**Metal 1**

The bar under the picture is 20 um long.
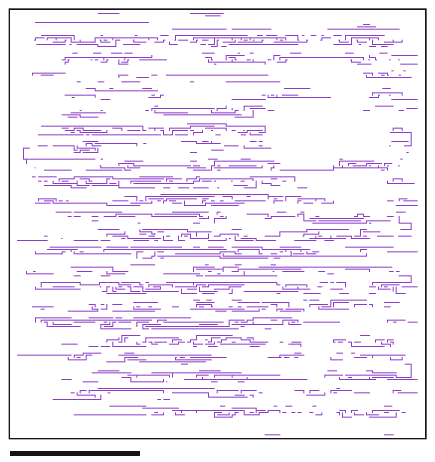
**Signal wires on met2**

The bar under the picture is 20 um long. Cells faint in the background.
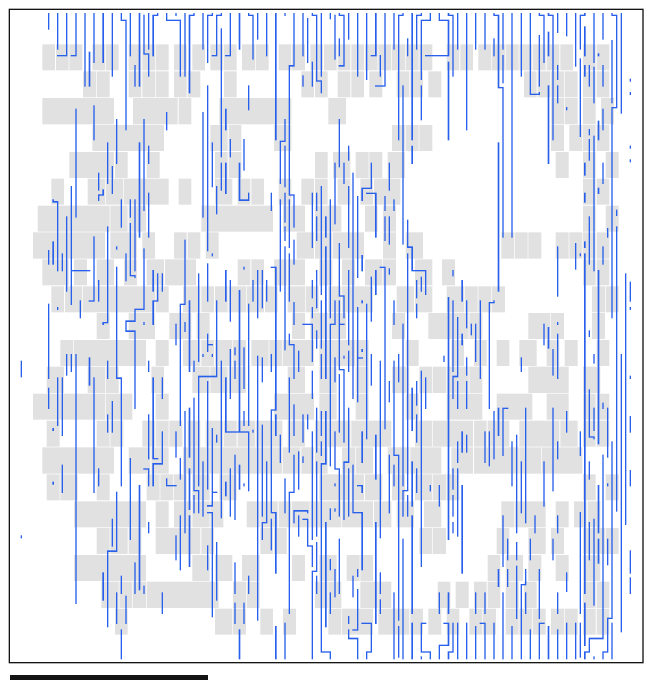
**Signal wires on met3**

The bar under the picture is 20 um long. Cells faint in the background.
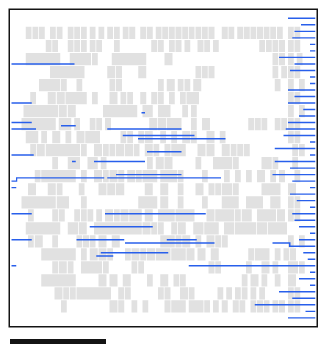
--- config.mk ---
export PLATFORM = sky130hd
export DESIGN_NAME = micro1_sequencer_flat
export DESIGN_NICKNAME = d
export VERILOG_FILES = /design/src/rtl/micro1_pkg.sv /design/src/rtl/micro1_sequencer_pkg.sv /design/src/rtl/control_interface.sv /design/src/rtl/micro1_condition_mux.sv /design/src/rtl/micro1_sequencer.sv /design/src/flat_wrapper.sv
export SDC_FILE = /design/constraint.sdc
export NUM_CORES = 1
export LEC_CHECK = 0
export ABC_AREA = 1
export CAP_MARGIN = 20
export CORE_AREA = 2 2 62 64
export CTS_CLUSTER_DIAMETER = 120
export DETAILED_ROUTE_END_ITERATION = 8
export DIE_AREA = 0 0 64 66
export DONT_BUFFER_PORTS = 1
export GPL_TIMING_DRIVEN = 0
export HOLD_SLACK_MARGIN = 0.08
export PLACE_DENSITY = 0.7
export SLEW_MARGIN = 20
export SYNTH_ARGS = -nofsm -noshare
export SYNTH_HDL_FRONTEND = slang
export SYNTH_SLANG_ARGS = --single-unit
export TNS_END_PERCENT = 10
--- constraint.sdc ---
create_clock -name clk -period 4.24 [get_ports clk]
set_clock_uncertainty 0.05 [all_clocks]
set_input_delay 0.848 -clock clk [delete_from_list [all_inputs] [get_ports clk]]
set_output_delay 0.848 -clock clk [all_outputs]
set_load 0.02 [all_outputs]
--- src/rtl/micro1_pkg.sv ---
// -----------------------------------------------------------------------------
// micro1_pkg
// Shared MICRO-1 datapath definitions: data widths and the selector/operation
// enums carried on control_interface. Every enum uses encoding 0 as its
// no-operation value so that an all-zero control word is a safe NOP.
// -----------------------------------------------------------------------------
package micro1_pkg;

    localparam int DATA_WIDTH       = 16;
    localparam int FLAG_WIDTH       = 4;
    localparam int RBUS_LOWER_WIDTH = 8;

    typedef enum logic [2:0] {
        LBUS_NOP     = 3'd0,
        LBUS_GPR     = 3'd1,
        LBUS_PC      = 3'd2,
        LBUS_MDR     = 3'd3,
        LBUS_LITERAL = 3'd4,
        LBUS_FSR     = 3'd5
    } LBUS_SELECT;

    typedef enum logic [2:0] {
        RBUS_NOP     = 3'd0,
        RBUS_GPR     = 3'd1,
        RBUS_LITERAL = 3'd2,
        RBUS_MDR     = 3'd3,
        RBUS_INBUS   = 3'd4
    } RBUS_SELECT;

    typedef enum logic [3:0] {
        ALU_NOP    = 4'd0,
        ALU_ADD    = 4'd1,
        ALU_SUB    = 4'd2,
        ALU_AND    = 4'd3,
        ALU_OR     = 4'd4,
        ALU_XOR    = 4'd5,
        ALU_PASS_L = 4'd6,
        ALU_PASS_R = 4'd7,
        ALU_INC    = 4'd8
    } ALU_OPERATION;

    typedef enum logic [2:0] {
        SHIFT_NOP = 3'd0,
        SHIFT_LSL = 3'd1,
        SHIFT_LSR = 3'd2,
        SHIFT_ASR = 3'd3,
        SHIFT_ROL = 3'd4,
        SHIFT_ROR = 3'd5
    } SHIFTER_OPERATION;

    typedef enum logic [2:0] {
        GPR_NOP     = 3'd0,
        GPR_R_FIELD = 3'd1,
        GPR_S_FIELD = 3'd2,
        GPR_FIXED   = 3'd3
    } GPR_DESTINATION;

    typedef enum logic [1:0] {
        IR_NOP   = 2'd0,
        IR_INBUS = 2'd1,
        IR_SBUS  = 2'd2
    } IR_SOURCE;

endpackage

--- src/rtl/micro1_sequencer_pkg.sv ---
// -----------------------------------------------------------------------------
// package_micro_sequencer
// Microinstruction format and sequencer enums for micro1_sequencer.
// MICROINSTRUCTION is the raw control-store word; its datapath fields reuse
// the micro1_pkg enums so the word maps field-for-field onto control_interface.
// -----------------------------------------------------------------------------
package package_micro_sequencer;

    import micro1_pkg::*;

    localparam int MICRO_CS_ADDR_WIDTH = 10;

    // Codes 6 and 7 are unassigned and behave as NEXT.
    typedef enum logic [2:0] {
        SEQ_NEXT     = 3'd0,
        SEQ_JUMP     = 3'd1,
        SEQ_BRANCH   = 3'd2,
        SEQ_DISPATCH = 3'd3,
        SEQ_WAITMEM  = 3'd4,
        SEQ_HALT     = 3'd5
    } SEQ_OPERATION;

    typedef enum logic [2:0] {
        COND_ALU_COUT      = 3'd0,
        COND_SHIFTER_COUT  = 3'd1,
        COND_LBUS_MSB      = 3'd2,
        COND_RBUS_MSB      = 3'd3,
        COND_SBUS_MSB      = 3'd4,
        COND_ABUS_ZERO     = 3'd5,
        COND_RBUS_LOW_ZERO = 3'd6,
        COND_ALWAYS        = 3'd7
    } CONDITION_SELECT;

    typedef enum logic [1:0] {
        ST_RESET = 2'd0,
        ST_RUN   = 2'd1,
        ST_HALT  = 2'd2
    } SEQ_STATE;

    typedef struct packed {
        LBUS_SELECT                     lbus_sel;
        RBUS_SELECT                     rbus_sel;
        ALU_OPERATION                   alu_op;
        SHIFTER_OPERATION               shifter_op;
        GPR_DESTINATION                 gpr_dest;
        IR_SOURCE                       ir_src;
        logic                           set_mar;
        logic                           set_fsr;
        logic                           set_pc;
        logic [DATA_WIDTH-1:0]          literal;
        logic [FLAG_WIDTH-1:0]          flags;
        logic                           cin;
        logic                           mem_read;
        SEQ_OPERATION                   seq_op;
        CONDITION_SELECT                cond_sel;
        logic                           cond_invert;
        logic [MICRO_CS_ADDR_WIDTH-1:0] target;
    } MICROINSTRUCTION;

endpackage

--- src/rtl/control_interface.sv ---
// -----------------------------------------------------------------------------
// control_interface
// Control and status bundle between the microprogram sequencer (controler)
// and the MICRO-1 datapath (datapath).
//   controler drives: bus/ALU/shifter/GPR/IR selectors, set_mar, set_fsr,
//                     set_pc, literal, flags, cin, inbus_valid
//   datapath drives:  alu_cout, shifter_cout, lbus/rbus/sbus MSBs, abus,
//                     rbus_lower, ir
// -----------------------------------------------------------------------------
interface control_interface;

    import micro1_pkg::*;

    LBUS_SELECT                   lbus_selector;
    RBUS_SELECT                   rbus_selector;
    ALU_OPERATION                 alu_operation;
    SHIFTER_OPERATION             shifter_operation;
    GPR_DESTINATION               gpr_destination_selector;
    IR_SOURCE                     ir_source_selector;
    logic                         set_mar;
    logic                         set_fsr;
    logic                         set_pc;
    logic [DATA_WIDTH-1:0]        literal;
    logic [FLAG_WIDTH-1:0]        flags;
    logic                         cin;
    logic                         inbus_valid;

    logic                         alu_cout;
    logic                         shifter_cout;
    logic                         lbus_msb;
    logic                         rbus_msb;
    logic                         sbus_msb;
    logic [DATA_WIDTH-1:0]        abus;
    logic [RBUS_LOWER_WIDTH-1:0]  rbus_lower;
    logic [DATA_WIDTH-1:0]        ir;

    modport controler (
        output lbus_selector, rbus_selector, alu_operation, shifter_operation,
               gpr_destination_selector, ir_source_selector,
               set_mar, set_fsr, set_pc, literal, flags, cin, inbus_valid,
        input  alu_cout, shifter_cout, lbus_msb, rbus_msb, sbus_msb,
               abus, rbus_lower, ir
    );

    modport datapath (
        input  lbus_selector, rbus_selector, alu_operation, shifter_operation,
               gpr_destination_selector, ir_source_selector,
               set_mar, set_fsr, set_pc, literal, flags, cin, inbus_valid,
        output alu_cout, shifter_cout, lbus_msb, rbus_msb, sbus_msb,
               abus, rbus_lower, ir
    );

endinterface

--- src/rtl/micro1_condition_mux.sv ---
// -----------------------------------------------------------------------------
// micro1_condition_mux
// Combinational branch-condition select for the sequencer.
//   cond_sel      in   condition select
//   cond_invert   in   XORed onto the selected condition
//   alu_cout .. sbus_msb, abus, rbus_lower   in   datapath status
//   cond_true     out  final branch condition
// -----------------------------------------------------------------------------
module micro1_condition_mux
    import micro1_pkg::*, package_micro_sequencer::*;
(
    input  CONDITION_SELECT              cond_sel,
    input  logic                         cond_invert,
    input  logic                         alu_cout,
    input  logic                         shifter_cout,
    input  logic                         lbus_msb,
    input  logic                         rbus_msb,
    input  logic                         sbus_msb,
    input  logic [DATA_WIDTH-1:0]        abus,
    input  logic [RBUS_LOWER_WIDTH-1:0]  rbus_lower,
    output logic                         cond_true
);

    logic cond_raw;

    always_comb begin
        cond_raw = 1'b1;
        case (cond_sel)
            COND_ALU_COUT:      cond_raw = alu_cout;
            COND_SHIFTER_COUT:  cond_raw = shifter_cout;
            COND_LBUS_MSB:      cond_raw = lbus_msb;
            COND_RBUS_MSB:      cond_raw = rbus_msb;
            COND_SBUS_MSB:      cond_raw = sbus_msb;
            COND_ABUS_ZERO:     cond_raw = (abus == '0);
            COND_RBUS_LOW_ZERO: cond_raw = (rbus_lower == '0);
            default:            cond_raw = 1'b1;
        endcase
    end

    assign cond_true = cond_raw ^ cond_invert;

endmodule

--- src/rtl/micro1_sequencer.sv ---
// -----------------------------------------------------------------------------
// micro1_sequencer
// Microprogram sequencer for the MICRO-1 core. The control-store ROM output
// (cs_data) is the microinstruction register; this block decodes it onto the
// controler side of control_interface and computes the next micro-address.
//   clk        in   system clock, rising edge
//   rst_n      in   synchronous active-low reset
//   ctrl       controler modport of control_interface
//   cs_addr    out  control-store read address (= next micro-address)
//   cs_data    in   ROM word for the address presented last cycle
//   mem_ready  in   main-memory transfer complete
//   halted     out  sequencer has executed a HALT word
// -----------------------------------------------------------------------------
module micro1_sequencer
    import micro1_pkg::*, package_micro_sequencer::*;
#(
    parameter int CS_ADDR_WIDTH = MICRO_CS_ADDR_WIDTH
) (
    input  logic                      clk,
    input  logic                      rst_n,
    control_interface.controler       ctrl,
    output logic [CS_ADDR_WIDTH-1:0]  cs_addr,
    input  MICROINSTRUCTION           cs_data,
    input  logic                      mem_ready,
    output logic                      halted
);

    SEQ_STATE                  state;
    MICROINSTRUCTION           uir;
    logic [CS_ADDR_WIDTH-1:0]  upc;
    logic [CS_ADDR_WIDTH-1:0]  upc_next;
    logic [CS_ADDR_WIDTH-1:0]  upc_inc;
    logic [CS_ADDR_WIDTH-1:0]  target_addr;
    logic [CS_ADDR_WIDTH-1:0]  dispatch_addr;
    logic                      running;
    logic                      mem_stall;
    logic                      cond_true;

    LBUS_SELECT                lbus_selector;
    RBUS_SELECT                rbus_selector;
    ALU_OPERATION              alu_operation;
    SHIFTER_OPERATION          shifter_operation;
    GPR_DESTINATION            gpr_destination_selector;
    IR_SOURCE                  ir_source_selector;
    logic                      set_mar;
    logic                      set_fsr;
    logic                      set_pc;
    logic [DATA_WIDTH-1:0]     literal;
    logic [FLAG_WIDTH-1:0]     flags;
    logic                      cin;
    logic                      inbus_valid;

    // The ROM output register doubles as the microinstruction register, so
    // upc always names the address of the word currently in uir.
    assign uir           = cs_data;
    assign running       = (state == ST_RUN);
    assign mem_stall     = running && (uir.seq_op == SEQ_WAITMEM) && !mem_ready;
    assign upc_inc       = upc + CS_ADDR_WIDTH'(1);
    assign target_addr   = CS_ADDR_WIDTH'(uir.target);
    assign dispatch_addr = {target_addr[CS_ADDR_WIDTH-1:8], ctrl.ir[DATA_WIDTH-1 -: 8]};
    assign cs_addr       = upc_next;

    micro1_condition_mux u_condition_mux (
        .cond_sel     (uir.cond_sel),
        .cond_invert  (uir.cond_invert),
        .alu_cout     (ctrl.alu_cout),
        .shifter_cout (ctrl.shifter_cout),
        .lbus_msb     (ctrl.lbus_msb),
        .rbus_msb     (ctrl.rbus_msb),
        .sbus_msb     (ctrl.sbus_msb),
        .abus         (ctrl.abus),
        .rbus_lower   (ctrl.rbus_lower),
        .cond_true    (cond_true)
    );

    // Next micro-address. A stalled WAITMEM or a HALT word re-presents upc so
    // the ROM keeps returning the same word.
    always_comb begin
        upc_next = upc;
        case (state)
            ST_RESET: upc_next = '0;
            ST_RUN: begin
                case (uir.seq_op)
                    SEQ_NEXT:     upc_next = upc_inc;
                    SEQ_JUMP:     upc_next = target_addr;
                    SEQ_BRANCH:   upc_next = cond_true ? target_addr : upc_inc;
                    SEQ_DISPATCH: upc_next = dispatch_addr;
                    SEQ_WAITMEM:  upc_next = mem_ready ? upc_inc : upc;
                    SEQ_HALT:     upc_next = upc;
                    default:      upc_next = upc_inc;
                endcase
            end
            default: upc_next = upc;
        endcase
    end

    // Control outputs: NOP outside RUN. While a memory wait is pending the
    // word keeps requesting the transfer but must not commit any register
    // write, since it will be executed again.
    always_comb begin
        lbus_selector            = LBUS_NOP;
        rbus_selector            = RBUS_NOP;
        alu_operation            = ALU_NOP;
        shifter_operation        = SHIFT_NOP;
        gpr_destination_selector = GPR_NOP;
        ir_source_selector       = IR_NOP;
        set_mar                  = 1'b0;
        set_fsr                  = 1'b0;
        set_pc                   = 1'b0;
        literal                  = '0;
        flags                    = '0;
        cin                      = 1'b0;
        inbus_valid              = 1'b0;
        if (running) begin
            lbus_selector            = uir.lbus_sel;
            rbus_selector            = uir.rbus_sel;
            alu_operation            = uir.alu_op;
            shifter_operation        = uir.shifter_op;
            gpr_destination_selector = uir.gpr_dest;
            ir_source_selector       = uir.ir_src;
            set_mar                  = uir.set_mar;
            set_fsr                  = uir.set_fsr;
            set_pc                   = uir.set_pc;
            literal                  = uir.literal;
            flags                    = uir.flags;
            cin                      = uir.cin;
            inbus_valid              = uir.mem_read;
            if (mem_stall) begin
                set_mar                  = 1'b0;
                set_fsr                  = 1'b0;
                set_pc                   = 1'b0;
                gpr_destination_selector = GPR_NOP;
            end
        end
    end

    assign ctrl.lbus_selector            = lbus_selector;
    assign ctrl.rbus_selector            = rbus_selector;
    assign ctrl.alu_operation            = alu_operation;
    assign ctrl.shifter_operation        = shifter_operation;
    assign ctrl.gpr_destination_selector = gpr_destination_selector;
    assign ctrl.ir_source_selector       = ir_source_selector;
    assign ctrl.set_mar                  = set_mar;
    assign ctrl.set_fsr                  = set_fsr;
    assign ctrl.set_pc                   = set_pc;
    assign ctrl.literal                  = literal;
    assign ctrl.flags                    = flags;
    assign ctrl.cin                      = cin;
    assign ctrl.inbus_valid              = inbus_valid;

    // Sequencer FSM. RESET lasts one cycle while the ROM fetches address 0;
    // HALT is left only through reset.
    always_ff @(posedge clk) begin
        if (!rst_n) begin
            state  <= ST_RESET;
            upc    <= '0;
            halted <= 1'b0;
        end else begin
            upc <= upc_next;
            case (state)
                ST_RESET: state <= ST_RUN;
                ST_RUN: begin
                    if (uir.seq_op == SEQ_HALT) begin
                        state  <= ST_HALT;
                        halted <= 1'b1;
                    end
                end
                ST_HALT:  state <= ST_HALT;
                default:  state <= ST_RESET;
            endcase
        end
    end

endmodule

--- src/flat_wrapper.sv ---
// flat-port wrapper written by rule: the top's interface ports become plain ports
module micro1_sequencer_flat import micro1_pkg::*, package_micro_sequencer::*;
#(
    parameter int CS_ADDR_WIDTH = MICRO_CS_ADDR_WIDTH
)
  (clk, rst_n, cs_addr, cs_data, mem_ready, halted, ctrl_lbus_selector, ctrl_rbus_selector, ctrl_alu_operation, ctrl_shifter_operation, ctrl_gpr_destination_selector, ctrl_ir_source_selector, ctrl_set_mar, ctrl_set_fsr, ctrl_set_pc, ctrl_literal, ctrl_flags, ctrl_cin, ctrl_inbus_valid, ctrl_alu_cout, ctrl_shifter_cout, ctrl_lbus_msb, ctrl_rbus_msb, ctrl_sbus_msb, ctrl_abus, ctrl_rbus_lower, ctrl_ir);
  control_interface ctrl_i ();
  input  logic clk;
  input  logic rst_n;
  output logic [CS_ADDR_WIDTH-1:0] cs_addr;
  input  MICROINSTRUCTION cs_data;
  input  logic mem_ready;
  output logic halted;
  output wire logic [$bits(ctrl_i.lbus_selector)-1:0] ctrl_lbus_selector;
  output wire logic [$bits(ctrl_i.rbus_selector)-1:0] ctrl_rbus_selector;
  output wire logic [$bits(ctrl_i.alu_operation)-1:0] ctrl_alu_operation;
  output wire logic [$bits(ctrl_i.shifter_operation)-1:0] ctrl_shifter_operation;
  output wire logic [$bits(ctrl_i.gpr_destination_selector)-1:0] ctrl_gpr_destination_selector;
  output wire logic [$bits(ctrl_i.ir_source_selector)-1:0] ctrl_ir_source_selector;
  output wire logic [$bits(ctrl_i.set_mar)-1:0] ctrl_set_mar;
  output wire logic [$bits(ctrl_i.set_fsr)-1:0] ctrl_set_fsr;
  output wire logic [$bits(ctrl_i.set_pc)-1:0] ctrl_set_pc;
  output wire logic [$bits(ctrl_i.literal)-1:0] ctrl_literal;
  output wire logic [$bits(ctrl_i.flags)-1:0] ctrl_flags;
  output wire logic [$bits(ctrl_i.cin)-1:0] ctrl_cin;
  output wire logic [$bits(ctrl_i.inbus_valid)-1:0] ctrl_inbus_valid;
  input wire logic [$bits(ctrl_i.alu_cout)-1:0] ctrl_alu_cout;
  input wire logic [$bits(ctrl_i.shifter_cout)-1:0] ctrl_shifter_cout;
  input wire logic [$bits(ctrl_i.lbus_msb)-1:0] ctrl_lbus_msb;
  input wire logic [$bits(ctrl_i.rbus_msb)-1:0] ctrl_rbus_msb;
  input wire logic [$bits(ctrl_i.sbus_msb)-1:0] ctrl_sbus_msb;
  input wire logic [$bits(ctrl_i.abus)-1:0] ctrl_abus;
  input wire logic [$bits(ctrl_i.rbus_lower)-1:0] ctrl_rbus_lower;
  input wire logic [$bits(ctrl_i.ir)-1:0] ctrl_ir;
  assign ctrl_lbus_selector = ctrl_i.lbus_selector;
  assign ctrl_rbus_selector = ctrl_i.rbus_selector;
  assign ctrl_alu_operation = ctrl_i.alu_operation;
  assign ctrl_shifter_operation = ctrl_i.shifter_operation;
  assign ctrl_gpr_destination_selector = ctrl_i.gpr_destination_selector;
  assign ctrl_ir_source_selector = ctrl_i.ir_source_selector;
  assign ctrl_set_mar = ctrl_i.set_mar;
  assign ctrl_set_fsr = ctrl_i.set_fsr;
  assign ctrl_set_pc = ctrl_i.set_pc;
  assign ctrl_literal = ctrl_i.literal;
  assign ctrl_flags = ctrl_i.flags;
  assign ctrl_cin = ctrl_i.cin;
  assign ctrl_inbus_valid = ctrl_i.inbus_valid;
  assign ctrl_i.alu_cout = ctrl_alu_cout;
  assign ctrl_i.shifter_cout = ctrl_shifter_cout;
  assign ctrl_i.lbus_msb = ctrl_lbus_msb;
  assign ctrl_i.rbus_msb = ctrl_rbus_msb;
  assign ctrl_i.sbus_msb = ctrl_sbus_msb;
  assign ctrl_i.abus = ctrl_abus;
  assign ctrl_i.rbus_lower = ctrl_rbus_lower;
  assign ctrl_i.ir = ctrl_ir;
  micro1_sequencer #(.CS_ADDR_WIDTH(CS_ADDR_WIDTH)) u_core (.clk(clk), .rst_n(rst_n), .ctrl(ctrl_i), .cs_addr(cs_addr), .cs_data(cs_data), .mem_ready(mem_ready), .halted(halted));
endmodule
==> results.yml <==
# generated from flow reports
grt:
  gr-total-overflow: 0
  grt_pass1_wl_um: 7970
  grt_max_degree: 11
  grt_antenna_before_repair: 0
pwr:
  leakage_nw: 1.22
  powerDensity_nw_per_um2: 404
  vdd_drop_max_uv: 316
yosys:
  syn_inst: 371
  yosysCellCount: 371
  yosys_warnings: 0
  ys_seq_share_pct: 13.4
  fp_nets: 483
cts:
  cts_resized: 0
  cts_hold_buf: 0
  clkSinkCount: 13
  clk_latency_ns: 0.27
  tritoncts: "built"
  cts-htree-levels: 1
  cts_made_buffers: 3
setup_path:
  arrival_ns: 2.24
  critPathMaxStageDelay_ns: 0.41
  path_max_fanout: 10
  cp_top_family: "buffers and inverters"
  critPathBufInv: 2
  crit_type: "input port to primary output"
placed_design:
  place.gp.congestion: 0.909
  postPlaceCellArea_um2: 2000
  dp_hpwl_um: 4560
  portBuffers: 0
final_timing:
  maxSlewHeadroom_pct: 58.8
  final.setup.tns_ns: 0
  period_needed_ns: 3.14
  slew_viol_final: 0
  fin_crit_sh_pct: 74.1
  worst_pin_slew_ns: 0.615
floorplanning:
  die_h_um: 66
  fp-row-count: 22
  initial_core_util_pct: 54.6
  core_area_um2: 3550
  num_io_pins: 162
job:
  warnings: 36
drt:
  vias_per_cell: 5.20
  ant_nets: 0
  wl_per_cell_um: 13.0
  drtIter0Drc: 91
  dr.pass1.iters: 4
cells_and_area:
  syn2layout_area_growth_pct: 4.45
  stdcell_area_um2: 2020
  antenna_cells: 0
run_status:
  status: "finished, final reports clean"
About 'metal 1':
main direction: horizontal
share of all routed wire: 43%
wire length on this layer: 2330 um
nets with wire on the layer: 426

About 'signal wires on met2':
longest straight run: 34.3 um
share of all routed wire: 48%
nets with wire on the layer: 369
wire length on this layer: 2660 um

About 'signal wires on met3':
nets with wire on the layer: 70
main direction: horizontal

==> flip-flops by register name, summed over array words and instances, names as in the netlist <==
name and cells:
u_core.upc 10, u_core.state 2, u_core.halted 1
==> layer usage <==
metal	vias to the layer above	track usage, %	wire [um]
met5	-	0	0
met4	0	7.88	30
met3	4	2.39	458
met2	93	38.7	2660
met1	943	32.6	2330
li1	1159	-	-
==> cell type report <==
type / instances / area (um2)
Buffer: 11 / 55.1
Clock buffer: 4 / 26.3
Fill cell: 373 / 1530
Inverter: 78 / 293
Multi-Input combinational cell: 269 / 1330
Sequential cell: 13 / 260
Tap cell: 48 / 60.1
==> per-stage QoR <==
step / utilization (%) / setup WS [ns] / hold WS [ns] / cells / total power [mW]
finish: 57.0 / 1.10 / 0.468 / 423 / 0.817
global route: 57.0 / 0.925 / 0.509 / 423 / 0.896
CTS: 57.0 / 1.14 / 0.471 / 423 / 0.824
detailed placement: 56.3 / 1.14 / 0.459 / 419 / 0.748
global placement: 56.3 / 1.15 / 0.452 / 419 / 0.739
floorplan: - / 1.40 / 0.428 / 371 / 0.661
==> worst paths after layout <==
kind	depth (start not counted)	to	slack, ns	start
worst min register to register	2	u_core.state[0]	0.47	u_core.state[0]
worst min-delay path	2	u_core.state[0]	0.47	u_core.state[0]
worst max register to register	12	u_core.upc[6]	2.35	u_core.upc[1]
worst max-delay path	7	cs_addr[3]	1.10	mem_ready
==> cells in the mapped netlist, drive strengths merged <==
| cell type | n | share of area, % |
|---|---|---|
| a2111oi | 1 | 1.4 |
| a21oi | 29 | 7.7 |
| a221oi | 3 | 1.4 |
| a22oi | 2 | 0.77 |
| a32o | 1 | 0.52 |
| buf | 7 | 2.0 |
| clkbuf | 4 | 0.84 |
| clkinv | 2 | 0.39 |
| dfxtp | 13 | 13 |
| ha | 4 | 2.6 |
| inv | 76 | 15 |
| nand2 | 132 | 27 |
| nand3 | 21 | 5.9 |
| nand4 | 3 | 1.3 |
| nor2 | 37 | 7.9 |
| nor3 | 6 | 1.8 |
| o2111a | 2 | 1.2 |
| o211ai | 1 | 0.39 |
| o21a | 1 | 0.39 |
| o21ai | 16 | 4.1 |
| o21bai | 1 | 0.58 |
| o221ai | 1 | 0.45 |
| or2 | 2 | 0.65 |
| xnor2 | 1 | 0.45 |
| xor2 | 5 | 2.3 |
==> worst register-to-register path: stages (launching register included) <==
cell and delay (ns):
dfxtp_1 0.41, ha_1 0.21, nand2_1 0.09, nor2_1 0.16, nand2_1 0.08, xor2_1 0.22, nand2_1 0.07, o21ai_0 0.08
o21ai_1 0.07, nor2_1 0.11, nand2_1 0.07, nand2_1 0.08, a21oi_1 0.07
==> report_power, final <==
part | switching [mW] | total (mW) | internal, mW
combinational | 0.454 | 0.579 | 0.126
sequential | 0.0186 | 0.164 | 0.145
clock | 0.0380 | 0.0744 | 0.0364
==> logic make-up (layout without fill, tap and decap cells) <==
group	after synthesis	count (layout)	synth area share, %
buffers and inverters	89	93	17.9
adder cells (fa/ha/maj)	4	4	2.58
AND/OR/NAND/NOR	201	201	44.5
XOR/XNOR	6	6	2.71
flip-flops	13	13	13.4
AND-OR/OR-AND	58	58	18.9
Power figures rest on the tool's default switching activity, not on a simulated workload.
